==> run_1/clocks.png <==
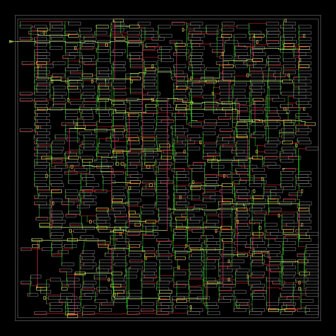
==> run_1/layer_met2.png <==
The bar under the picture is 100 um long.
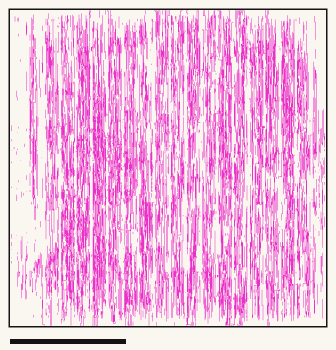
==> run_1/wires.png <==
The bar under the picture is 100 um long. Two of the layers only.
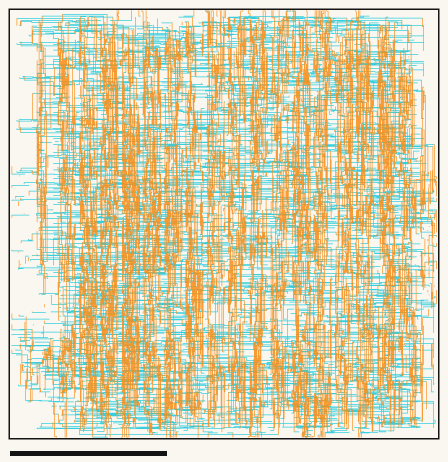
==> run_1/power_grid.png <==
The bar under the picture is 100 um long. Pins as bars on the die edge.
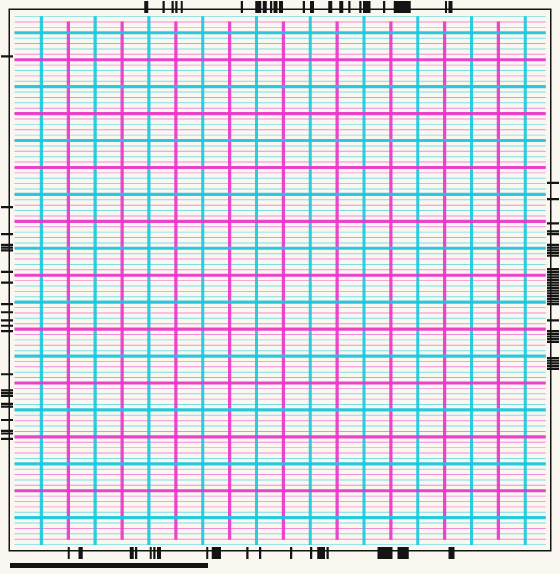
==> config.mk <==
export PLATFORM = sky130hd
export DESIGN_NAME = wb_trace_buffer
export DESIGN_NICKNAME = d
export VERILOG_FILES = /design/src/rtl/wb_trace_buffer.sv
export SDC_FILE = /design/constraint.sdc
export NUM_CORES = 1
export LEC_CHECK = 0
export CELL_PAD_IN_SITES_DETAIL_PLACEMENT = 2
export CELL_PAD_IN_SITES_GLOBAL_PLACEMENT = 2
export CORE_MARGIN = 2
export CORE_UTILIZATION = 48
export DETAILED_ROUTE_END_ITERATION = 8
export PLACE_DENSITY = 0.86
export SLEW_MARGIN = 10
export SYNTH_ARGS = -nofsm -noshare
export SYNTH_HDL_FRONTEND = slang
export SYNTH_SLANG_ARGS = --single-unit
==> constraint.sdc <==
create_clock -name clk -period 10.4 [get_ports clk]
set_clock_uncertainty 0.2 [all_clocks]
set_input_delay 2.08 -clock clk [delete_from_list [all_inputs] [get_ports clk]]
set_output_delay 2.08 -clock clk [all_outputs]
set_load 0.02 [all_outputs]
==> src/rtl/wb_trace_buffer.sv <==
// rtl/wb_trace_buffer.sv - writeback-stage trace FIFO of {cycle, dest, data} records; optional TRACE_WDOG_EN idle watchdog
module wb_trace_buffer #(
  parameter int DEPTH      = 16,
  parameter int CYC_W      = 16,
  parameter int WDOG_LIMIT = 64
) (
  input  logic                       clk,
  input  logic                       rst,
  input  logic                       clr,
  input  logic                       wwreg,
  input  logic                       wm2reg,
  input  logic [4:0]                 wdestReg,
  input  logic [31:0]                wr,
  input  logic [31:0]                wdo,
  output logic                       rd_valid,
  input  logic                       rd_ready,
  output logic [4:0]                 rd_dest,
  output logic [31:0]                rd_data,
  output logic [CYC_W-1:0]           rd_cycle,
  output logic [$clog2(DEPTH):0]     count,
  output logic                       overflow,
  output logic [7:0]                 drop_cnt
`ifdef TRACE_WDOG_EN
  ,
  output logic                       hang
`endif
);

  localparam int AW = $clog2(DEPTH);

  // Elaboration-time guard on the configuration
  if (DEPTH < 2 || (DEPTH & (DEPTH - 1)) != 0 || WDOG_LIMIT < 1) begin : g_bad_cfg
    $error("wb_trace_buffer: DEPTH must be a power of 2 >= 2 and WDOG_LIMIT >= 1");
  end

  logic [AW:0]       wr_ptr_q, wr_ptr_d;
  logic [AW:0]       rd_ptr_q, rd_ptr_d;
  logic [CYC_W-1:0]  cycle_q, cycle_d;
  logic              overflow_q, overflow_d;
  logic [7:0]        drop_q, drop_d;

  logic [4:0]        dest_mem [DEPTH];
  logic [31:0]       data_mem [DEPTH];
  logic [CYC_W-1:0]  cyc_mem  [DEPTH];

  logic              empty;
  logic              full;
  logic              capture;
  logic              pop;
  logic              push;
  logic [31:0]       cap_data;

  assign empty    = (wr_ptr_q == rd_ptr_q);
  assign full     = (wr_ptr_q[AW-1:0] == rd_ptr_q[AW-1:0]) && (wr_ptr_q[AW] != rd_ptr_q[AW]);
  assign capture  = wwreg && (wdestReg != 5'd0);
  assign cap_data = wm2reg ? wdo : wr;
  // clr swallows any pop or push sampled at the same edge
  assign pop      = !clr && !empty && rd_ready;
  // a full FIFO still accepts a record when the head leaves at the same edge
  assign push     = !clr && capture && (!full || pop);

  // Next-state for pointers, timestamp and drop accounting
  always_comb begin
    wr_ptr_d   = wr_ptr_q;
    rd_ptr_d   = rd_ptr_q;
    cycle_d    = cycle_q + 1'b1;
    overflow_d = overflow_q;
    drop_d     = drop_q;
    if (clr) begin
      wr_ptr_d   = '0;
      rd_ptr_d   = '0;
      cycle_d    = '0;
      overflow_d = 1'b0;
      drop_d     = 8'd0;
    end else begin
      if (pop)  rd_ptr_d = rd_ptr_q + 1'b1;
      if (push) wr_ptr_d = wr_ptr_q + 1'b1;
      if (capture && !push) begin
        overflow_d = 1'b1;
        if (drop_q != 8'hFF) drop_d = drop_q + 1'b1;
      end
    end
  end

  // Control state registers
  always_ff @(posedge clk or posedge rst) begin
    if (rst) begin
      wr_ptr_q   <= '0;
      rd_ptr_q   <= '0;
      cycle_q    <= '0;
      overflow_q <= 1'b0;
      drop_q     <= 8'd0;
    end else begin
      wr_ptr_q   <= wr_ptr_d;
      rd_ptr_q   <= rd_ptr_d;
      cycle_q    <= cycle_d;
      overflow_q <= overflow_d;
      drop_q     <= drop_d;
    end
  end

  // Record storage; contents are only visible through the pointers so no reset is needed
  always_ff @(posedge clk) begin
    if (push) begin
      dest_mem[wr_ptr_q[AW-1:0]] <= wdestReg;
      data_mem[wr_ptr_q[AW-1:0]] <= cap_data;
      cyc_mem[wr_ptr_q[AW-1:0]]  <= cycle_q;
    end
  end

  assign rd_valid = !empty;
  assign rd_dest  = empty ? 5'd0 : dest_mem[rd_ptr_q[AW-1:0]];
  assign rd_data  = empty ? 32'd0 : data_mem[rd_ptr_q[AW-1:0]];
  assign rd_cycle = empty ? '0 : cyc_mem[rd_ptr_q[AW-1:0]];
  assign count    = wr_ptr_q - rd_ptr_q;
  assign overflow = overflow_q;
  assign drop_cnt = drop_q;

`ifdef TRACE_WDOG_EN
  localparam int IW = $clog2(WDOG_LIMIT) + 1;
  localparam logic [IW-1:0] WD_MAX = IW'(WDOG_LIMIT);

  logic [IW-1:0] idle_q, idle_d;

  // Idle counter: cleared by any capture attempt or clr, saturates at the limit
  always_comb begin
    idle_d = idle_q;
    if (clr || capture)      idle_d = '0;
    else if (idle_q != WD_MAX) idle_d = idle_q + 1'b1;
  end

  // Idle counter register
  always_ff @(posedge clk or posedge rst) begin
    if (rst) idle_q <= '0;
    else     idle_q <= idle_d;
  end

  assign hang = (idle_q == WD_MAX);
`endif

endmodule

==> impl_metrics.env, run 1 <==
# flow metrics
export IMPL_status="finished, final reports clean"
export IMPL_syn2layout_area_growth_pct=15.5
export IMPL_power_per_cell_area_nw_per_um2=207
export IMPL_rsz0062_at_grt="no"
export IMPL_worst_setup_path_end_kind="output port"
export IMPL_p_leak_nw=13.1
export IMPL_cpPeakStageDelay_ns=1.10
export IMPL_crit_family="buffers and inverters"
export IMPL_cp_data_required_time_ns=8.12
export IMPL_setup_viol=0
export IMPL_async_flop_share_pct=3.96
export IMPL_r2r_cells=7
export IMPL_wl_met2_mm=56.0
export IMPL_path_clk_slew_ns=0.06
export IMPL_use_met1_pct=42.4
export IMPL_dp_slack_ns=3.57
export IMPL_rows=98
export IMPL_route_detailed_drc=0
export IMPL_crit_fanout=68
export IMPL_post_drt_via_cell_ratio=6.57
export IMPL_drt_initial_drc_count=2391
export IMPL_period_minus_slack_ns=7.49
export IMPL_cts_setup_buffers=0
export IMPL_critPathKind="flop to output port"
export IMPL_gp_congestion=0.741
export IMPL_hold_slack_ns=0.362
export IMPL_ys_types=47
export IMPL_syn_num_nets=1656
export IMPL_die_area_um2=74300
export IMPL_warning_count=34
export IMPL_syn_area_per_cell_um2=22.1
export IMPL_fin_cells=2774
export IMPL_cp_depth=8
export IMPL_ios=143
export IMPL_wl_met3_mm=9.45
export IMPL_final_core_util_pct=56.0
export IMPL_slew_violations=0
export IMPL_final_area_um2=40000
export IMPL_dpl_instance_area_um2=37100
export IMPL_cts_tree="yes"
export IMPL_hold_viol_final=0
export IMPL_post_cts_resize_count=0
export IMPL_synth_stat_cells=1569
export IMPL_fmax_mhz=133
export IMPL_dp_hpwl_mm=57.5
export IMPL_met1Wirelength_mm=44.8
export IMPL_grt_pass1_wl_mm=160
export IMPL_critPathBufInv=3
export IMPL_yosysSeqAreaShare_pct=76.0
export IMPL_cts_max_level=3
export IMPL_synthCells=1569
export IMPL_critPathLaunchType="flop"
export IMPL_crit_arrival_ns=5.21
export IMPL_drive_above_1_share_pct=23.5
export IMPL_whs_path_depth=2
export IMPL_cpMaxStageDelayCell="dfrtp_4"
export IMPL_ant_nets=0
export IMPL_grt_max_degree=111
export IMPL_worst_pin_slew_ns=1.28
export IMPL_grt_pass1_vias=19880
export IMPL_drt_pass1_iter_count=5
export IMPL_edf_count=848
export IMPL_ys_warnings_count=0
export IMPL_hold_buffers=0
export IMPL_fin_crit_sh_pct=72.0
Back to the opening pictures, clocks.png:
clock sink count: 883
number of CTS-inserted buffers: 92
clk_lat worst skew: 0.66 ns

Back to the opening pictures, layer_met2.png:
- longest straight run: 129 um
- share of all routed wire: 49%
- main direction: vertical
Total Wirelength: 113 mm
vias: 18,215
Global Route met2 Usage: 50.9%

Back to the opening pictures, wires.png:
- orange: metal 2 (wire length 56.0 mm)
- cyan: metal 1 (wire length 44.8 mm)
WL per Instance: 40.9 um
GRT Util Overall: 31.1%

Back to the opening pictures, power_grid.png:
- cyan: VSS
- magenta: VDD
- met5 straps: 19
- met1 rails: 99
- signal pins: 143
- met4 straps: 19
Die Span Y: 273 um
chip width: 273 um
core area: 71,500 um^2
Max IR drop VDD: 146 uV

-- run 1: sequential cells by signal, summed over array words and instances, names as in the netlist --
signal    count
cyc_mem     256
cycle_q      16
data_mem    512
dest_mem     80
drop_cnt      8
overflow      1
rd_ptr_q      5
wr_ptr_q      5
-- run 1: final timing paths --
check,from,to,slack [ns]
setup / recovery,rd_ptr_q[1],rd_data[31],2.91
hold / removal,overflow,overflow,0.36
setup reg to reg,rd_ptr_q[1],data_mem[12][0],4.70
hold reg to reg,overflow,overflow,0.36
max in group asynchronous,rst,rd_ptr_q[1],7.81
min in group asynchronous,rst,cycle_q[6],1.70
-- run 1: cell usage after synthesis (all sizes together) (6+ instances only) --
| cell type | n | area share (%) |
|---|---|---|
| clkbuf | 18 | 0.20 |
| o22ai | 53 | 0.96 |
| mux2 | 40 | 1.3 |
| mux2i | 106 | 3.1 |
| or3 | 6 | 0.11 |
| a21oi | 14 | 0.20 |
| nand2 | 11 | 0.12 |
| mux4 | 212 | 14 |
| xnor2 | 11 | 0.28 |
| buf | 67 | 1.1 |
| nand3 | 14 | 0.20 |
| xor2 | 7 | 0.18 |
| nand4 | 9 | 0.20 |
| ha | 11 | 0.40 |
| dfrtp | 35 | 2.5 |
| nor4 | 10 | 0.24 |
| inv | 13 | 0.14 |
| o21ai | 8 | 0.15 |
| nor2 | 35 | 0.38 |
| nor2b | 9 | 0.16 |
| edfxtp | 848 | 74 |
-- run 1: final cells by class --
cell class,count,area [um^2]
fillers,5833,31500
flip-flops and latches,883,26300
multi-input cells,588,7900
clock buffers,117,2460
repair buffers,170,1630
well taps,950,1190
clock inverters,51,408
inverters,13,53.8
diodes,2,5.00
-- run 1: cells by family after synthesis --
group / Yosys count / synth area share (%)
AND-OR/OR-AND: 83 / 1.48
XOR/XNOR: 18 / 0.455
adder cells (fa/ha/maj): 12 / 0.455
buffers and inverters: 98 / 1.48
flip-flops: 883 / 76.0
multiplexers: 358 / 18.2
AND/OR/NAND/NOR: 117 / 1.91
-- run 1: layout by cell type, fill, tap and decap left out, types with 3 or more instances in the layout --
| master | n |
|---|---|
| nor4_1 | 4 |
| and4_1 | 3 |
| clkinvlp_4 | 4 |
| edfxtp_1 | 848 |
| mux2_2 | 33 |
| bufinv_16 | 6 |
| xor2_1 | 7 |
| mux2_1 | 5 |
| buf_4 | 27 |
| xnor2_1 | 11 |
| clkdlybuf4s50_1 | 140 |
| or3_1 | 6 |
| o21ai_0 | 7 |
| nor2b_1 | 9 |
| nor4_2 | 5 |
| and3_1 | 3 |
| nand4_1 | 7 |
| inv_1 | 12 |
| a21oi_1 | 14 |
| ha_1 | 11 |
| nor2_4 | 12 |
| dfrtp_1 | 33 |
| o22ai_1 | 53 |
| mux2i_1 | 106 |
| nor2_1 | 23 |
| o31ai_1 | 4 |
| mux4_2 | 212 |
| nand2_1 | 9 |
| clkbuf_16 | 94 |
| clkinv_1 | 24 |
| clkbuf_1 | 21 |
| nand2b_1 | 5 |
| clkinv_2 | 15 |
| nand3_1 | 14 |
| or4_1 | 3 |
-- run 1: power by group --
part	switching (mW)	internal [mW]	total [mW]
combinational	0.564	0.470	1.03
sequential	0.0414	3.93	3.97
clock	1.47	1.82	3.29
total	2.07	6.22	8.29
--- run 2 (diff from run 1) ---
==> constraint.sdc (replaced) <==
create_clock -name clk -period 7.2 [get_ports clk]
set_clock_uncertainty 0.2 [all_clocks]
set_input_delay 1.44 -clock clk [delete_from_list [all_inputs] [get_ports clk]]
set_output_delay 1.44 -clock clk [all_outputs]
set_load 0.02 [all_outputs]
==> run_2/clocks.png <==
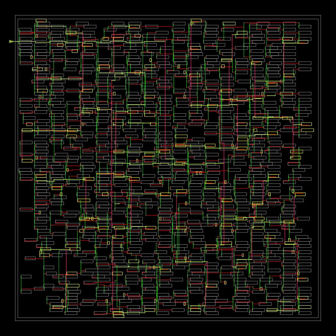
CLK BUF: 128
clk pwr: 4.93 mW
Seq cells: 883
clk_lat worst skew: 0.65 ns

==> run_2/layer_met2.png <==
The bar under the picture is 100 um long.
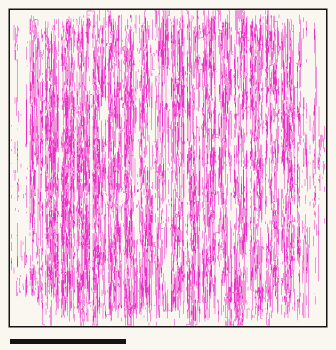
- longest straight run: 97.4 um
- share of all routed wire: 50%
vias: 17,901
Global Route met2 Usage: 50.1%
Total Wirelength: 109 mm

==> run_2/power_grid.png <==
The bar under the picture is 100 um long. Pins as bars on the die edge.
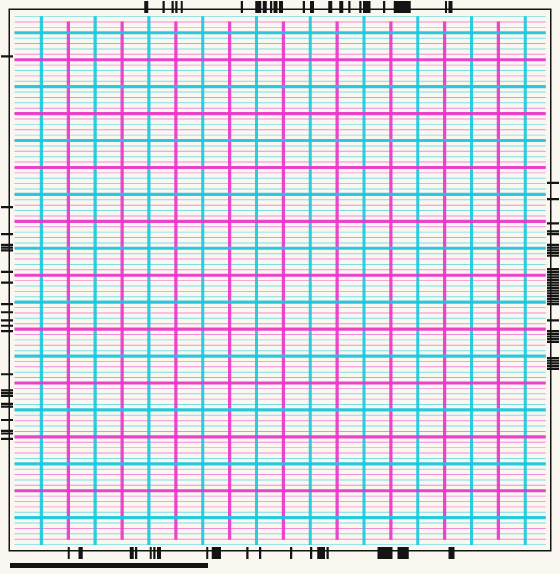
Max IR drop VDD: 191 uV

==> impl_metrics.env, run 2 <==
# flow metrics
export IMPL_ant_nets=0
export IMPL_syn2layout_area_growth_pct=16.3
export IMPL_syn_num_nets=1656
export IMPL_r2r_cells=6
export IMPL_ios=143
export IMPL_chipWidth_um=273
export IMPL_worst_setup_path_end_kind="output port"
export IMPL_hold_buffers=0
export IMPL_grt_max_degree=114
export IMPL_period_minus_slack_ns=6.55
export IMPL_grt_pass1_vias=19749
export IMPL_top_cells_by_area="edfxtp_1, mux4_2, mux2i_1"
export IMPL_rows=98
export IMPL_cpMaxStageDelayCell="dfrtp_4"
export IMPL_die_area_um2=74300
export IMPL_lay_top_cells="edfxtp_1, mux4_2, clkdlybuf4s50_1, mux2i_1, clkbuf_16"
export IMPL_cp_data_required_time_ns=5.56
export IMPL_met1Wirelength_mm=43.0
export IMPL_detail_route_wl_per_cell_um=39.4
export IMPL_warning_count=34
export IMPL_cts_tree="yes"
export IMPL_drt_initial_drc_count=1887
export IMPL_crit_fanout=37
export IMPL_r2r_start="rd_ptr_q[0]"
export IMPL_async_flop_share_pct=3.96
export IMPL_fmax_mhz=153
export IMPL_rsz0062_at_grt="no"
export IMPL_ys_warnings_count=0
export IMPL_path_clk_slew_ns=0.06
export IMPL_setup_viol=0
export IMPL_post_drt_via_cell_ratio=6.45
export IMPL_die_h_um=273
export IMPL_gp_congestion=0.689
export IMPL_p_leak_nw=13.2
export IMPL_route_detailed_drc=0
export IMPL_grt_pass1_wl_mm=155
export IMPL_synthCells=1569
export IMPL_critPathLaunchType="flop"
export IMPL_rrSetupSlack_ns=2.48
export IMPL_post_cts_resize_count=0
export IMPL_wl_met2_mm=55.1
export IMPL_drt_pass1_iter_count=5
export IMPL_r2r_end="data_mem[7][21]"
export IMPL_endpoint="rd_data[26]"
export IMPL_largest_reg_flops=512
export IMPL_ys_types=47
export IMPL_cts_inserted_buffers=92
export IMPL_synth_stat_cells=1569
export IMPL_hold_viol_final=0
export IMPL_status="finished, final reports clean"
export IMPL_cts_setup_buffers=0
export IMPL_dp_hpwl_mm=54.8
-- run 2: cell types whose count changed in the layout (fill, tap and decap cells not counted), moves of 2 or more --
cell / previous run / this run
clkbuf_8: 2 / 9
clkbuf_1: 21 / 24
buf_12: 1 / 11
clkinv_1: 24 / 14
buf_4: 27 / 20
diode_2: 2 / 0
clkinvlp_4: 4 / 2
clkinv_8: 2 / 0
bufinv_16: 6 / 9
-- run 2: layout make-up --
cell class,instances,area [um^2]
Timing Repair Buffer,173,1780
Inverter,13,53.8
Tap cell,950,1190
Fill cell,5744,31200
Multi-Input combinational cell,588,7900
Clock inverter,40,417
Sequential cell,883,26300
Clock buffer,128,2590
-- run 2: metrics by stage --
step	std cells	utilization, %	worst slack, ns	hold slack (ns)	cell area, um^2
CTS	2775	56.4	0.610	0.366	40300
detailed placement	2607	52.1	1.35	0.295	37300
global placement	2607	52.1	1.54	0.311	37300
finish	2775	56.4	0.652	0.351	40300
floorplan	1569	-	-0.644	0.356	34600
global route	2775	56.4	0.505	0.412	40300
-- run 2: worst min path at each step --
stage | startpoint | end | slack (ns) | cells after the start
2_1_floorplan | rd_ptr_q[3] | rd_ptr_q[3] | 0.36 | 2
3_3_place_gp | overflow | overflow | 0.31 | 2
3_5_place_dp | overflow | overflow | 0.29 | 2
4_1_cts | overflow | overflow | 0.37 | 2
5_1_grt | overflow | overflow | 0.41 | 2
6_report | overflow | overflow | 0.35 | 2
-- run 2: logic make-up after synthesis --
logic type      share of synthesized area [%]
mux                                      18.2
buf+inv                                  1.48
simple gates                             1.91
compound gates                           1.48
flops                                    76.0
fa+ha+maj                               0.455
xor+xnor                                0.455
-- run 2: critical path, delay by kind of cell (launching register included) --
family	cells	cell delay, ns
compound gates	1	0.42
fa+ha+maj	1	0.41
buf+inv	2	1.26
flops	1	0.94
simple gates	3	1.21
-- run 2: report_power, final --
part           switching (mW)  internal (mW)  total (mW)  leakage, nW
clock network            2.10           2.83        4.93         1.47
logic                   0.794          0.679        1.47         3.54
registers              0.0593           5.67        5.73         8.19
total                    2.96           9.18        12.1         13.2
-- run 2: per-layer routing --
layer  vias up  global-route usage [%]
li1       6959                       -
met1      9789                    40.5
met2       937                    50.1
met3       214                    5.46
met4         2                    10.2
met5         -                       0
No activity file was given, so power comes from the tool's default toggle rates.
